==> config.mk <==
export PLATFORM = sky130hd
export DESIGN_NAME = uart_tx_fifo
export DESIGN_NICKNAME = d
export VERILOG_FILES = /design/src/rtl/uart_tx_fifo.sv
export SDC_FILE = /design/constraint.sdc
export NUM_CORES = 1
export LEC_CHECK = 0
export ABC_AREA = 1
export CAP_MARGIN = 20
export CORE_ASPECT_RATIO = 0.9
export CORE_MARGIN = 1
export CORE_UTILIZATION = 55
export CTS_CLUSTER_DIAMETER = 50
export DETAILED_ROUTE_END_ITERATION = 12
export MAX_ROUTING_LAYER = met4
export PLACE_DENSITY = 0.77
export SLEW_MARGIN = 10
export SYNTH_ARGS = -nofsm -noshare
export SYNTH_HDL_FRONTEND = slang
export SYNTH_SLANG_ARGS = --single-unit
==> constraint.sdc <==
create_clock -name i_clk -period 7.2 [get_ports i_clk]
set_clock_uncertainty 0.15 [all_clocks]
set_input_delay 1.8 -clock i_clk [delete_from_list [all_inputs] [get_ports i_clk]]
set_output_delay 1.8 -clock i_clk [all_outputs]
set_load 0.02 [all_outputs]
==> src/rtl/uart_tx_fifo.sv <==
// -----------------------------------------------------------------------------
// uart_tx_fifo
//   8N1 UART transmitter (LSB first) fed by a FIFO_DEPTH-entry byte FIFO.
//   Producers push bytes in bursts; the FSM drains them at the serial bit rate.
//   Queued bytes are sent back-to-back with no idle gap between frames.
//
// Ports
//   i_clk        clock, rising edge
//   i_rst_n      asynchronous active-low reset; aborts any frame, empties FIFO
//   i_TX_DV      push strobe for i_TX_byte
//   i_TX_byte    byte to queue
//   o_TX_serial  serial line, idles high (registered)
//   o_TX_active  high during start/data/stop bits
//   o_TX_done    one-cycle pulse after each stop bit
//   o_full       FIFO holds FIFO_DEPTH entries
//   o_empty      FIFO holds no entries
//   o_overflow   sticky: a push was rejected (cleared only by reset)
// -----------------------------------------------------------------------------
module uart_tx_fifo #(
    parameter int CLKS_PER_BIT = 868,
    parameter int FIFO_DEPTH   = 16,
    parameter int ADDR_W       = 4
) (
    input  logic       i_clk,
    input  logic       i_rst_n,
    input  logic       i_TX_DV,
    input  logic [7:0] i_TX_byte,
    output logic       o_TX_serial,
    output logic       o_TX_active,
    output logic       o_TX_done,
    output logic       o_full,
    output logic       o_empty,
    output logic       o_overflow
);

    localparam int                BAUD_W    = $clog2(CLKS_PER_BIT);
    localparam logic [BAUD_W-1:0] BAUD_LAST = BAUD_W'(CLKS_PER_BIT - 1);
    localparam logic [ADDR_W:0]   CNT_FULL  = (ADDR_W + 1)'(FIFO_DEPTH);

    typedef enum logic [1:0] {
        IDLE  = 2'd0,
        START = 2'd1,
        DATA  = 2'd2,
        STOP  = 2'd3
    } state_t;

    state_t            state_q, state_d;
    logic [BAUD_W-1:0] baud_q, baud_d;
    logic [2:0]        bit_q, bit_d;
    logic [7:0]        shift_q, shift_d;

    logic [7:0]        mem [FIFO_DEPTH];
    logic [ADDR_W-1:0] wr_ptr_q, wr_ptr_d;
    logic [ADDR_W-1:0] rd_ptr_q, rd_ptr_d;
    logic [ADDR_W:0]   count_q, count_d;
    logic              full_q, full_d;
    logic              empty_q, empty_d;
    logic              ovf_q, ovf_d;

    logic              serial_q, serial_d;
    logic              active_q, active_d;
    logic              done_q, done_d;

    logic              baud_end;
    logic              pop;
    logic              push;

    // ------------------------------------------------------------------
    // FIFO control
    // ------------------------------------------------------------------
    always_comb begin
        baud_end = (baud_q == BAUD_LAST);
        // The FSM takes the head byte either from IDLE or right at the end of
        // a stop bit, which is what makes queued frames contiguous.
        pop  = !empty_q && ((state_q == IDLE) || ((state_q == STOP) && baud_end));
        // A full FIFO still accepts a byte if a slot frees up on the same edge.
        push = i_TX_DV && (!full_q || pop);

        wr_ptr_d = push ? wr_ptr_q + 1'b1 : wr_ptr_q;
        rd_ptr_d = pop  ? rd_ptr_q + 1'b1 : rd_ptr_q;

        count_d = count_q;
        if (push && !pop) begin
            count_d = count_q + 1'b1;
        end else if (!push && pop) begin
            count_d = count_q - 1'b1;
        end

        full_d  = (count_d == CNT_FULL);
        empty_d = (count_d == '0);
        ovf_d   = ovf_q | (i_TX_DV & ~push);
    end

    // Storage is not reset; only the pointers/count define what is valid.
    // When full with a simultaneous pop, wr_ptr == rd_ptr: the FSM captures the
    // old head on this edge while the new byte lands in the same slot.
    always_ff @(posedge i_clk) begin
        if (push) begin
            mem[wr_ptr_q] <= i_TX_byte;
        end
    end

    // ------------------------------------------------------------------
    // Transmit FSM
    // ------------------------------------------------------------------
    always_comb begin
        state_d = state_q;
        baud_d  = baud_q;
        bit_d   = bit_q;
        shift_d = shift_q;
        done_d  = 1'b0;

        case (state_q)
            IDLE: begin
                baud_d = '0;
                bit_d  = '0;
                if (pop) begin
                    shift_d = mem[rd_ptr_q];
                    state_d = START;
                end
            end
            START: begin
                if (baud_end) begin
                    baud_d  = '0;
                    bit_d   = '0;
                    state_d = DATA;
                end else begin
                    baud_d = baud_q + 1'b1;
                end
            end
            DATA: begin
                if (baud_end) begin
                    baud_d  = '0;
                    shift_d = {1'b0, shift_q[7:1]};
                    if (bit_q == 3'd7) begin
                        bit_d   = '0;
                        state_d = STOP;
                    end else begin
                        bit_d = bit_q + 1'b1;
                    end
                end else begin
                    baud_d = baud_q + 1'b1;
                end
            end
            STOP: begin
                if (baud_end) begin
                    baud_d = '0;
                    done_d = 1'b1;
                    if (pop) begin
                        shift_d = mem[rd_ptr_q];
                        state_d = START;
                    end else begin
                        state_d = IDLE;
                    end
                end else begin
                    baud_d = baud_q + 1'b1;
                end
            end
            default: begin
                baud_d  = '0;
                bit_d   = '0;
                state_d = IDLE;
            end
        endcase

        // Line level is decoded from the next state so the output comes
        // straight from a flop and changes exactly on the bit boundary.
        case (state_d)
            START:   serial_d = 1'b0;
            DATA:    serial_d = shift_d[0];
            default: serial_d = 1'b1;
        endcase
        active_d = (state_d != IDLE);
    end

    always_ff @(posedge i_clk or negedge i_rst_n) begin
        if (!i_rst_n) begin
            state_q  <= IDLE;
            baud_q   <= '0;
            bit_q    <= '0;
            shift_q  <= '0;
            wr_ptr_q <= '0;
            rd_ptr_q <= '0;
            count_q  <= '0;
            full_q   <= 1'b0;
            empty_q  <= 1'b1;
            ovf_q    <= 1'b0;
            serial_q <= 1'b1;
            active_q <= 1'b0;
            done_q   <= 1'b0;
        end else begin
            state_q  <= state_d;
            baud_q   <= baud_d;
            bit_q    <= bit_d;
            shift_q  <= shift_d;
            wr_ptr_q <= wr_ptr_d;
            rd_ptr_q <= rd_ptr_d;
            count_q  <= count_d;
            full_q   <= full_d;
            empty_q  <= empty_d;
            ovf_q    <= ovf_d;
            serial_q <= serial_d;
            active_q <= active_d;
            done_q   <= done_d;
        end
    end

    assign o_TX_serial = serial_q;
    assign o_TX_active = active_q;
    assign o_TX_done   = done_q;
    assign o_full      = full_q;
    assign o_empty     = empty_q;
    assign o_overflow  = ovf_q;

endmodule

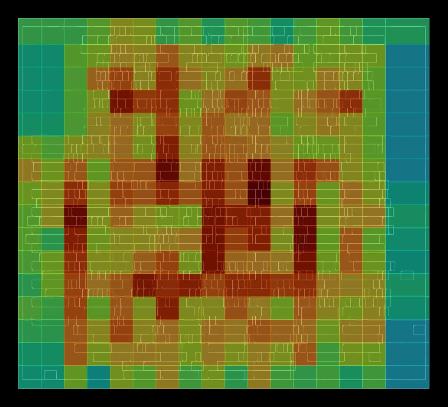
Fig. 1. Routing congestion (run 1).
Wirelength per Cell: 18.4 um
met2 Use GR: 36.7%
grt met1 use: 35.9%

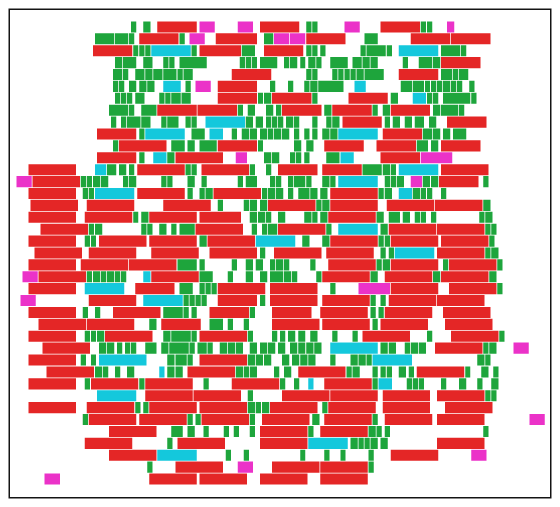
Fig. 2. Placed cells, one colour a class (run 1).
| class | colour | cells |
|---|---|---|
| clock drivers and dummy loads | cyan | 31 |
| remaining buffers and delay cells | magenta | 20 |
| registers | red | 170 |
| remaining logic cells | green | 470 |

==> metrics.cfg, run 1 <==
[setup_path]
r2r_cells=11
cp.depth=1
reg2reg_to=mem[15][4]
cp.arrival_ns=1.60
crit_path_end=o_empty

[logic_synthesis]
area_leaders=edfxtp_1 53%, dfrtp_1 14%, nand2_1 8.8%, nand3_1 5.3%, a21oi_1 2.9%
syn_inst=666

[route]
route.detailed.drc=0
wl_met1_um=6660

[cts]
postCtsSetupBuffers=0
cts_root_buffer=clkbuf_16
cts_max_level=4

[placed_design]
dp_hpwl_um=9830
portBuffers=16
gp_congestion=0.879

[worst_hold_path]
whs_path_depth=1

[floorplan]
io_pins=17

[cells_and_area]
fill_cells=962
antennaDiodeCount=0

[final_timing]
max_slew_margin_pct=31.0

[run_status]
status=completed

[global_routing]
grt-ovfl-total=0

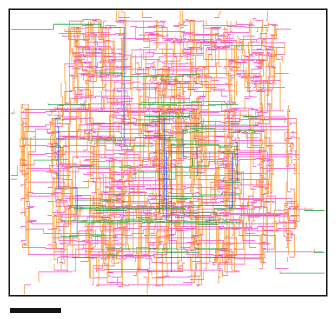
Fig. 3. Signal wires by layer (run 1).
Bar = 20 um.
| layer | colour | wire length |
|---|---|---|
| M3 | green | 1350 um |
| M4 | blue | 309 um |
| M2 | orange | 7430 um |
| M1 | magenta | 6660 um |

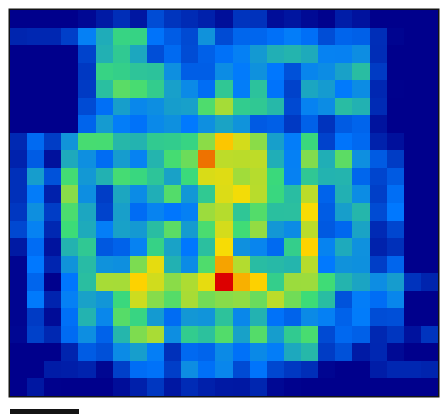
Fig. 4. Wiring heat map (run 1).
Bar = 20 um. The die is cut into 25 by 22 equal tiles; dark blue is low, red is high, scaled to the fullest tile. Values are wire area over tile area, all layers added.
emptiest ninth of the die: upper right
fullest tile: 0.72
nearly empty tiles: 18%
tiles over half the peak: 14%

-- run 1: cells by family after synthesis --
family / count (synthesis) / synth area share [%]
adder cells (fa/ha/maj): 10 / 1.71
XOR/XNOR: 14 / 1.68
AND/OR/NAND/NOR: 338 / 20.4
flip-flops: 170 / 67.1
AND-OR/OR-AND: 78 / 5.89
buffers and inverters: 56 / 3.20
-- run 1: routing by layer --
metal	vias to the layer above	global-route usage, %
met4	0	9.48
met2	235	36.7
met1	2399	35.9
li1	2321	-
met5	-	-
met3	27	6.17
-- run 1: registers in the layout, summed over array words and instances (netlist names), 2 cells and up --
name / flops
state_q: 2
baud_q: 10
shift_q: 8
wr_ptr_q: 4
mem: 128
count_q: 5
bit_q: 3
rd_ptr_q: 4
==> run 2: changes to the inputs <==
PLACE_DENSITY = 0.8   (was 0.77)
clock period = 3.1 ns   (was 7.2 ns; I/O delays follow)
==> metrics.cfg, run 2 <==
[cells_and_area]
fill_cells=928  ; -3.5%
layout.cells.largest_class=flip-flops and latches
nMultiInputCombCells=440
largest_reg_flops=128  ; unchanged
antennaDiodeCount=0  ; unchanged
largest_register=mem
reg_top3=mem (128), baud_q (10), shift_q (8)

[placed_design]
gp_congestion=0.846  ; -3.7%
portBuffers=16  ; unchanged
dp_hpwl_um=10200  ; +3.8%
placed_cell_area_um2=7760

[logic_synthesis]
area_leaders=edfxtp_1 53%, dfrtp_1 14%, nand2_1 8.8%, nand3_1 5.3%, a21oi_1 2.9%
syn_avg_cell_area_um2=11.0
syn_inst=666  ; unchanged

[setup_path]
reg2reg_to=mem[15][1]
r2r_cells=12  ; +1
cp.arrival_ns=1.64  ; +0.04 ns

[global_routing]
busiest_layer=met2
grt-ovfl-total=0  ; unchanged
grt.met3_usage_pct=5.97  ; -0.21 points

[final_timing]
fmax_mhz=390
hold_viol_final=0
max_slew_margin_pct=50.1  ; +19 points

[route]
route.detailed.drc=0  ; unchanged
wl_met1_um=6990  ; +4.9%

[floorplan]
io_pins=17  ; unchanged
num_rows=39

[run_status]
status=completed

[cts]
cts_sinks=170
postCtsSetupBuffers=0  ; unchanged
cts_max_level=4  ; unchanged

[job]
log.warning_count=30

run 2: netlist changes by cell type in the layout (fill, tap and decap cells not counted), sizes merged:
cell      before  now
clkinvlp       2    5
inv           32   30
buf            5   27
bufinv         2    4
clkbuf        19   17
run 2: worst max path at each step:
stage	from	end	slack, ns	cells after the start
floorplan	baud_q[0]	mem[11][0]	0.75	11
CTS	o_empty	o_empty	0.50	1
detailed placement	i_TX_DV	o_empty	0.51	9
finish	o_empty	o_empty	0.53	1
global route	baud_q[0]	mem[15][4]	0.38	12
global placement	i_TX_DV	o_full	0.53	10
run 2: logic make-up after synthesis:
logic type	share of synthesized area, %
buf+inv	3.20
simple gates	20.4
fa+ha+maj	1.71
flops	67.1
xor+xnor	1.68
compound gates	5.89
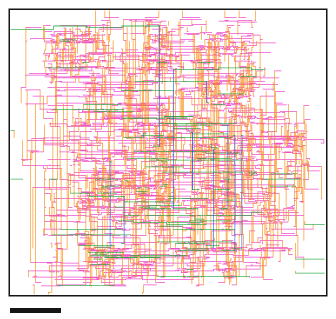
Fig. 5. Signal wires by layer (run 2).
Bar = 20 um.
| layer | colour | wire length |
|---|---|---|
| M4 | blue | 345 um |
| M1 | magenta | 6990 um |
| M2 | orange | 7580 um |
| M3 | green | 1260 um |

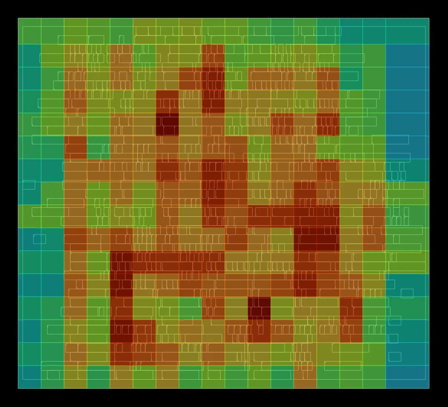
Fig. 6. Routing congestion (run 2).
met2 Use GR: 38.5%
Final Core Density: 65.4%
grt met1 use: 36.9%

==> run 3: changes to the inputs <==
PLACE_DENSITY = 0.77   (was 0.8)
clock period = 2.5 ns   (was 3.1 ns; I/O delays follow)
==> metrics.cfg, run 3 <==
[floorplan]
num_rows=39  ; unchanged
die_area_um2=13700
core_region_area_um2=12800
io_pins=17  ; unchanged

[cts]
cts_max_level=4  ; unchanged
cts_sinks=170  ; unchanged
postCtsSetupBuffers=0  ; unchanged

[cells_and_area]
largest_reg_flops=128  ; unchanged
reg_top3=mem (128), baud_q (10), shift_q (8)
fin_util_pct=65.7  ; +0.32 points
nMultiInputCombCells=440  ; unchanged
signal_buffers=50
sh_seq_area_pct=58.1
n_all_inverters=30
nets=730
largest_register=mem
fill_cells=920  ; -0.86%
mostFrequentLayoutCells=172 x nand2_1, 128 x edfxtp_1, 78 x nand3_1, 54 x nor2_1, 43 x a21oi_1

[route]
dr_wl_met3_um=1390
route.detailed.drc=0  ; unchanged
wl_met1_um=6980  ; about the same

[power]
powerClk_uw=2530
power_uw=6840
power.share.switching_pct=27.5

[setup_path]
r2r_setup_slack_ns=0.15
cp.depth=1  ; unchanged
reg2reg_to=mem[15][1]
cp.arrival_ns=1.60  ; -0.04 ns
r2r_cells=12  ; unchanged

[final_timing]
max_slew_margin_pct=43.8  ; -6.3 points
fmax_mhz=420
finalWorstSetupSlack_ns=0.122
maxSlewViolCount=0
hold_viol_final=0  ; unchanged

[placed_design]
placed_cell_area_um2=7850  ; +1.1%
dp_hpwl_um=10200  ; +0.31%
gp_congestion=0.907  ; +7.1%
portBuffers=16  ; unchanged

[global_routing]
grtUsageMet1_pct=38.2  ; +1.2 points
busiest_layer=met2
grt-ovfl-total=0  ; unchanged
antenna_found_initial=0

[run_status]
status=completed

[logic_synthesis]
syn_inst=666  ; unchanged
syn_avg_cell_area_um2=11.0  ; unchanged
ys_cells=666
area_leaders=edfxtp_1 53%, dfrtp_1 14%, nand2_1 8.8%, nand3_1 5.3%, a21oi_1 2.9%

[worst_hold_path]
hold_path.class=in2async

[job]
log.warning_count=30  ; unchanged

run 3: cell counts after synthesis:
Identical to the previous run, type by type.
run 3: worst max path at each step:
stage / from / endpoint / slack (ns)
finish: o_empty / o_empty / 0.12
global route: state_q[0] / mem[15][0] / 0.01
CTS: baud_q[0] / mem[14][0] / 0.09
detailed placement: i_TX_DV / mem[14][1] / -0.02
global placement: i_TX_DV / mem[14][0] / 0.003
floorplan: baud_q[0] / mem[11][0] / 0.15
run 3: logic make-up (layout without fill, tap and decap cells):
logic type      Yosys count  in the layout  synth area share [%]
compound gates           78             78                  5.89
xor+xnor                 14             14                  1.68
fa+ha+maj                10             10                  1.71
buf+inv                  56            112                  3.20
flops                   170            170                  67.1
simple gates            338            338                  20.4
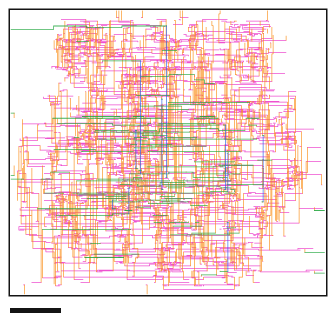
Fig. 7. Signal wires by layer (run 3).
Bar = 20 um.
| layer | colour | wire length |
|---|---|---|
| M1 | magenta | 6980 um |
| M2 | orange | 7360 um |
| M3 | green | 1390 um |
| M4 | blue | 252 um |

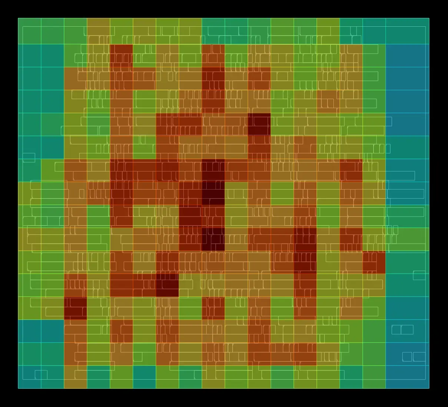
Fig. 8. Routing congestion (run 3).
met2 Use GR: 38.4%
M3 GR Usage: 5.71%

